$ cat src/rtl/dcache_responder_if.sv
// Pipeline MEM-stage request/response signals and backing-memory handshake
// for the data cache responder; the cache itself takes the slave modport.
interface dcache_responder_if;
  logic        d_readM;
  logic        d_writeM;
  logic [15:0] d_address;
  logic [15:0] d_wdata;
  logic [15:0] d_rdata;
  logic        d_stall;
  logic        m_readM;
  logic        m_writeM;
  logic [15:0] m_address;
  logic [15:0] m_wdata;
  logic [63:0] m_rdata;
  logic        m_ack;
  logic [15:0] hit_count;
  logic [15:0] miss_count;

  modport slave (
    input  d_readM, d_writeM, d_address, d_wdata, m_rdata, m_ack,
    output d_rdata, d_stall, m_readM, m_writeM, m_address, m_wdata,
           hit_count, miss_count
  );

  modport master (
    output d_readM, d_writeM, d_address, d_wdata, m_rdata, m_ack,
    input  d_rdata, d_stall, m_readM, m_writeM, m_address, m_wdata,
           hit_count, miss_count
  );
endinterface

$ cat src/rtl/dcache_responder.sv
// Direct-mapped, write-through, write-no-allocate data cache with 4-word lines.
// Define DCACHE_STATS_EN to build the saturating read hit/miss counters.
module dcache_responder #(
  parameter int INDEX_BITS = 2
) (
  input logic               Clk,
  input logic               Reset,
  dcache_responder_if.slave bus
);

  localparam int LINES    = 1 << INDEX_BITS;
  localparam int TAG_BITS = 16 - INDEX_BITS - 2;

  localparam logic [1:0] IDLE  = 2'd0;
  localparam logic [1:0] FILL  = 2'd1;
  localparam logic [1:0] WRITE = 2'd2;
  localparam logic [1:0] WDONE = 2'd3;

  logic [1:0]          state;
  logic [1:0]          nextState;
  logic [LINES-1:0]    validBits;
  logic [TAG_BITS-1:0] tagArray  [LINES];
  logic [15:0]         dataArray [LINES][4];

  logic [INDEX_BITS-1:0] reqIndex;
  logic [TAG_BITS-1:0]   reqTag;
  logic [1:0]            reqWord;
  logic                  hit;
  logic                  readHit;

  assign reqIndex = bus.d_address[INDEX_BITS+1:2];
  assign reqTag   = bus.d_address[15:INDEX_BITS+2];
  assign reqWord  = bus.d_address[1:0];
  assign hit      = validBits[reqIndex] && (tagArray[reqIndex] == reqTag);
  // A simultaneous write request masks the read, so it never counts as a hit.
  assign readHit  = (state == IDLE) && bus.d_readM && !bus.d_writeM && hit;

  always_comb begin
    nextState = state;
    case (state)
      IDLE: begin
        if (bus.d_writeM)
          nextState = WRITE;
        else if (bus.d_readM && !hit)
          nextState = FILL;
      end
      FILL:    if (bus.m_ack) nextState = IDLE;
      WRITE:   if (bus.m_ack) nextState = WDONE;
      default: nextState = IDLE;
    endcase
  end

  // The pipeline is frozen while stalled, so d_address/d_wdata stay stable
  // and can drive the memory request directly.
  always_comb begin
    bus.d_stall   = 1'b0;
    bus.d_rdata   = '0;
    bus.m_readM   = 1'b0;
    bus.m_writeM  = 1'b0;
    bus.m_address = '0;
    bus.m_wdata   = '0;
    case (state)
      IDLE: begin
        bus.d_stall = bus.d_writeM || (bus.d_readM && !hit);
        if (readHit)
          bus.d_rdata = dataArray[reqIndex][reqWord];
      end
      FILL: begin
        bus.d_stall   = 1'b1;
        bus.m_readM   = 1'b1;
        bus.m_address = {bus.d_address[15:2], 2'b00};
      end
      WRITE: begin
        bus.d_stall   = 1'b1;
        bus.m_writeM  = 1'b1;
        bus.m_address = bus.d_address;
        bus.m_wdata   = bus.d_wdata;
      end
      default: ;
    endcase
  end

  always_ff @(posedge Clk) begin
    if (Reset) begin
      state     <= IDLE;
      validBits <= '0;
    end else begin
      state <= nextState;
      if (state == FILL && bus.m_ack)
        validBits[reqIndex] <= 1'b1;
    end
  end

  // Tags and data need no reset; they are only trusted behind a valid bit.
  always_ff @(posedge Clk) begin
    if (!Reset) begin
      if (state == FILL && bus.m_ack) begin
        tagArray[reqIndex] <= reqTag;
        for (int w = 0; w < 4; w++)
          dataArray[reqIndex][w] <= bus.m_rdata[16*w +: 16];
      end else if (state == WRITE && bus.m_ack && hit) begin
        dataArray[reqIndex][reqWord] <= bus.d_wdata;
      end
    end
  end

`ifdef DCACHE_STATS_EN
  logic [1:0]  prevState;
  logic [15:0] hitCount;
  logic [15:0] missCount;

  // The retry cycle right after a fill is the same access, so it is not a hit.
  always_ff @(posedge Clk) begin
    if (Reset) begin
      prevState <= IDLE;
      hitCount  <= '0;
      missCount <= '0;
    end else begin
      prevState <= state;
      if (state == IDLE && nextState == FILL && missCount != 16'hFFFF)
        missCount <= missCount + 16'd1;
      if (readHit && prevState != FILL && hitCount != 16'hFFFF)
        hitCount <= hitCount + 16'd1;
    end
  end

  assign bus.hit_count  = hitCount;
  assign bus.miss_count = missCount;
`else
  assign bus.hit_count  = '0;
  assign bus.miss_count = '0;
`endif

endmodule

$ cat src/flat_wrapper.sv
// flat-port wrapper written by rule: the top's interface ports become plain ports
module dcache_responder_flat 
#(
  parameter int INDEX_BITS = 2
)
  (Clk, Reset, bus_d_readM, bus_d_writeM, bus_d_address, bus_d_wdata, bus_m_rdata, bus_m_ack, bus_d_rdata, bus_d_stall, bus_m_readM, bus_m_writeM, bus_m_address, bus_m_wdata, bus_hit_count, bus_miss_count);
  dcache_responder_if bus_i ();
  input logic Clk;
  input logic Reset;
  input wire logic [$bits(bus_i.d_readM)-1:0] bus_d_readM;
  input wire logic [$bits(bus_i.d_writeM)-1:0] bus_d_writeM;
  input wire logic [$bits(bus_i.d_address)-1:0] bus_d_address;
  input wire logic [$bits(bus_i.d_wdata)-1:0] bus_d_wdata;
  input wire logic [$bits(bus_i.m_rdata)-1:0] bus_m_rdata;
  input wire logic [$bits(bus_i.m_ack)-1:0] bus_m_ack;
  output wire logic [$bits(bus_i.d_rdata)-1:0] bus_d_rdata;
  output wire logic [$bits(bus_i.d_stall)-1:0] bus_d_stall;
  output wire logic [$bits(bus_i.m_readM)-1:0] bus_m_readM;
  output wire logic [$bits(bus_i.m_writeM)-1:0] bus_m_writeM;
  output wire logic [$bits(bus_i.m_address)-1:0] bus_m_address;
  output wire logic [$bits(bus_i.m_wdata)-1:0] bus_m_wdata;
  output wire logic [$bits(bus_i.hit_count)-1:0] bus_hit_count;
  output wire logic [$bits(bus_i.miss_count)-1:0] bus_miss_count;
  assign bus_i.d_readM = bus_d_readM;
  assign bus_i.d_writeM = bus_d_writeM;
  assign bus_i.d_address = bus_d_address;
  assign bus_i.d_wdata = bus_d_wdata;
  assign bus_i.m_rdata = bus_m_rdata;
  assign bus_i.m_ack = bus_m_ack;
  assign bus_d_rdata = bus_i.d_rdata;
  assign bus_d_stall = bus_i.d_stall;
  assign bus_m_readM = bus_i.m_readM;
  assign bus_m_writeM = bus_i.m_writeM;
  assign bus_m_address = bus_i.m_address;
  assign bus_m_wdata = bus_i.m_wdata;
  assign bus_hit_count = bus_i.hit_count;
  assign bus_miss_count = bus_i.miss_count;
  dcache_responder #(.INDEX_BITS(INDEX_BITS)) u_core (.Clk(Clk), .Reset(Reset), .bus(bus_i));
endmodule
$ cat config.mk
export PLATFORM = sky130hd
export DESIGN_NAME = dcache_responder_flat
export DESIGN_NICKNAME = d
export VERILOG_FILES = /design/src/rtl/dcache_responder_if.sv /design/src/rtl/dcache_responder.sv /design/src/flat_wrapper.sv
export SDC_FILE = /design/constraint.sdc
export NUM_CORES = 1
export LEC_CHECK = 0
export ABC_AREA = 1
export CORE_UTILIZATION = 57
export CTS_BUF_LIST = sky130_fd_sc_hd__clkbuf_2 sky130_fd_sc_hd__clkbuf_4 sky130_fd_sc_hd__clkbuf_8
export CTS_CLUSTER_DIAMETER = 150
export DETAILED_ROUTE_END_ITERATION = 16
export PLACE_DENSITY = 0.83
export SYNTH_ARGS = -nofsm -noshare
export SYNTH_HDL_FRONTEND = slang
export SYNTH_SLANG_ARGS = --single-unit
$ cat constraint.sdc
create_clock -name Clk -period 5.39 [get_ports Clk]
set_clock_uncertainty 0.2 [all_clocks]
set_input_delay 1.617 -clock Clk [delete_from_list [all_inputs] [get_ports Clk]]
set_output_delay 1.617 -clock Clk [all_outputs]
set_load 0.02 [all_outputs]
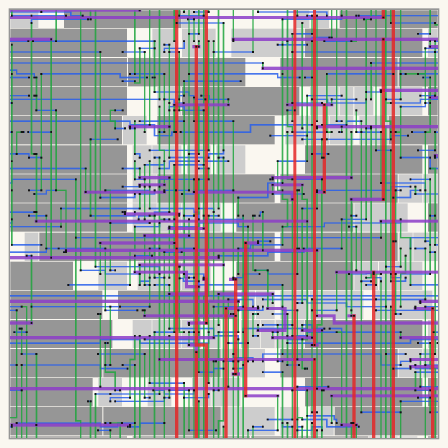
Fig. 1. Zoomed window.
Window x 18 to 58, y 95 to 135 um. Cells in grey, sequential cells in the stronger grey; small squares are vias.
Key: blue = metal 1; red = metal 4; green = metal 2; purple = metal 3
Sequential cells in the window: 35. Most frequent: edfxtp_1 (35), o22ai_1 (16), buf_4 (14). 102 logic cells have their middle in the window. Netlist names of flops here include u_core.dataArray (35).

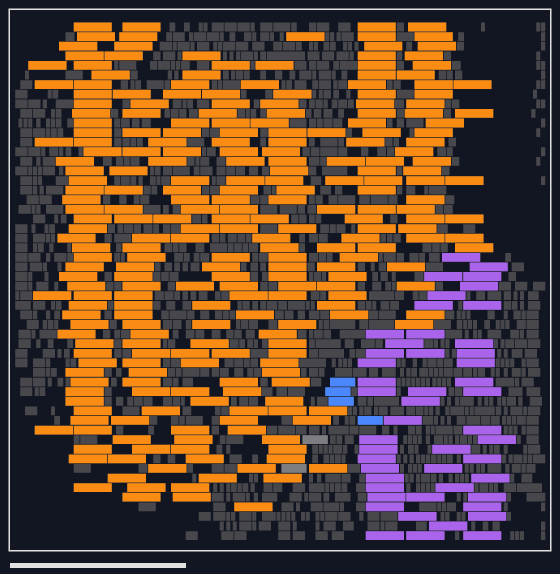
Fig. 2. Register map, names as in the netlist.
Bar = 50 um.
Key: blue = u_core.validBits [flops 4]; orange = u_core.dataArray [flops 256, where all over the die]; purple = u_core.tagArray [flops 48]

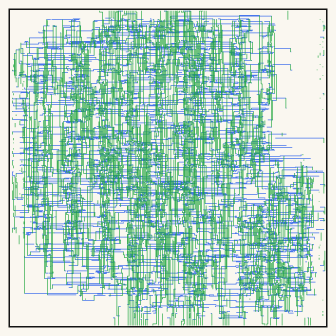
Fig. 3. Metal layers overlaid.
Two of the layers only.
Key: blue = metal 1 [wire length 12600 um]; green = metal 2 [wire length 17400 um]

==> impl_metrics.tcl <==
# collected from the flow reports
set metrics [dict create \
    cts_buffers 47 \
    ys_seq_share_pct 71.1 \
    synthToLayoutAreaGrowth_pct 28.5 \
    wl_met1_um 12600 \
    use_met3_pct 6.46 \
    die_area_mm2 0.0234 \
    dpl_cell_area_mm2 0.0157 \
    crit_buf_inv 6 \
    slowest_stage "a22o_1" \
    first_global_vias 9800 \
    timing.hold.ws_ns 0.272 \
    worstHoldPathType "reg -> reg" \
    fillCellCount 1316 \
    fin_util_pct 75.7 \
    crit_family "buffers and inverters" \
    synth.most_common_cell "edfxtp_1" \
    setup_viol 0 \
    clk_pin_slew_ns 0.05 \
    fmax_ghz 0.188 \
    syn_area_mm2 0.0130 \
    cpPeakStageDelay_ns 0.31 \
    cp_cell_sequence "clkdlybuf4s15_2 > buf_6 > buf_6 > nand2_2 > buf_4 > o22a_1 > o221ai_1 > a22o_1 > nor4_4 > buf_4 > buf_6" \
    synth-main-ff-cell "edfxtp_1" \
    max_slew.worst_pin.slew_ns 1.19 \
    synth_cells 1080 \
    top_layer "met5" \
    drv_cap 0 \
    yosysTopAreaCellShare_pct 70.2 \
    detail-route-antenna-nets 0 \
    die_h_um 153 \
    yosys.area.top_type "edfxtp_1" \
    io_buffers 151 \
    crit_arrival_ns 3.50 \
    grt_pass1_wl_um 54900 \
    layout_top_cells "304 x edfxtp_1, 225 x nand2_1, 135 x buf_4" \
    coreArea_mm2 0.0221 \
    drv_slew 0 \
    dp_slack_ns -1.01 \
    via_per_inst 6.02 \
    cp.required_ns 3.57 \
    ir_worst_vdd_v 0.000224 \
    lay_top_count "edfxtp_1" \
    die-width_um 153 \
    xor_share_pct 0 \
    post-cts-setup-buffer-count 2 \
    io_pins 184 \
    end_kind "output pin" \
    log.warning_count 30 \
    fp-row-count 54 \
    cp-start-kind "input port" \
    finalWirelength_um 36600 \
    synth-simple-area-share_pct 10.6 \
    synth_warnings 0 \
    logic_family "AND-OR/OR-AND gates" \
    place.gp.congestion 0.868 \
    common_cells "304 x edfxtp_1, 235 x nand2_1, 116 x o22ai_1" \
    synth_flops 310 \
    grt_max_degree 32 \
    cts.repair.resized 113 \
    grt_antenna_before_repair 1 \
    status "completed" \
    dpl.hpwl_um 24700 \
    clock-sinks 310 \
    grt_overflow 0 \
    cp_common_cell "buf_6" \
    cts_hold_buf 0 \
    cts-root-buf "clkbuf_8" \
    muxShareOfSynthArea_pct 0 \
    drive_above_1_share_pct 19.8 \
    met3_length_um 4400 \
]
[metrics by stage]
step           power, W  cells
2_1_floorplan   0.00324   1111
3_5_place_dp    0.00370   1596
4_1_cts         0.00551   1684
3_3_place_gp    0.00368   1596
5_1_grt         0.00571   1685
6_report        0.00554   1686
[area by class of cell]
class | instances | area [um2] | area share [%]
diodes | 1 | 2.50 | 0.0150
clock buffers | 61 | 758 | 4.54
clock inverters | 22 | 125 | 0.749
inverters | 59 | 239 | 1.43
multi-input cells | 650 | 3250 | 19.5
flip-flops and latches | 310 | 9250 | 55.3
well taps | 280 | 350 | 2.10
repair buffers | 302 | 2730 | 16.3
repair inverters | 1 | 8.76 | 0.0524
[registers in the layout, indices dropped and copies added (netlist names)]
register,count
u_core.dataArray,256
u_core.validBits,4
u_core.tagArray,48
u_core.state,2
[where the power goes]
group | internal [W] | total [W] | switching, W
Combinational | 0.000381 | 0.000981 | 0.000600
Sequential | 0.00270 | 0.00272 | 0.0000200
Clock | 0.000966 | 0.00184 | 0.000871
[tightest hold or removal path: cells and delay by family, from the launching register on]
| kind | cells | cell delay (ns) |
|---|---|---|
| and+or+nand+nor | 1 | 0.05 |
| AOI/OAI and AO/OA | 1 | 0.05 |
| DFF | 1 | 0.33 |
[worst paths after layout]
| kind | from | endpoint | slack, ns | cells past startpoint |
|---|---|---|---|---|
| setup / recovery | bus_d_address[3] | bus_d_rdata[14] | 0.07 | 11 |
| hold / removal | u_core.validBits[2]$_SDFFE_PP0P_ | u_core.validBits[2]$_SDFFE_PP0P_ | 0.27 | 2 |
| setup reg to reg | u_core.state[0]$_SDFFE_PP0P_ | u_core.dataArray[0][2]$_DFFE_PP_ | 2.12 | 8 |
| hold reg to reg | u_core.validBits[2]$_SDFFE_PP0P_ | u_core.validBits[2]$_SDFFE_PP0P_ | 0.27 | 2 |
Power and IR drop assume default switching activity.
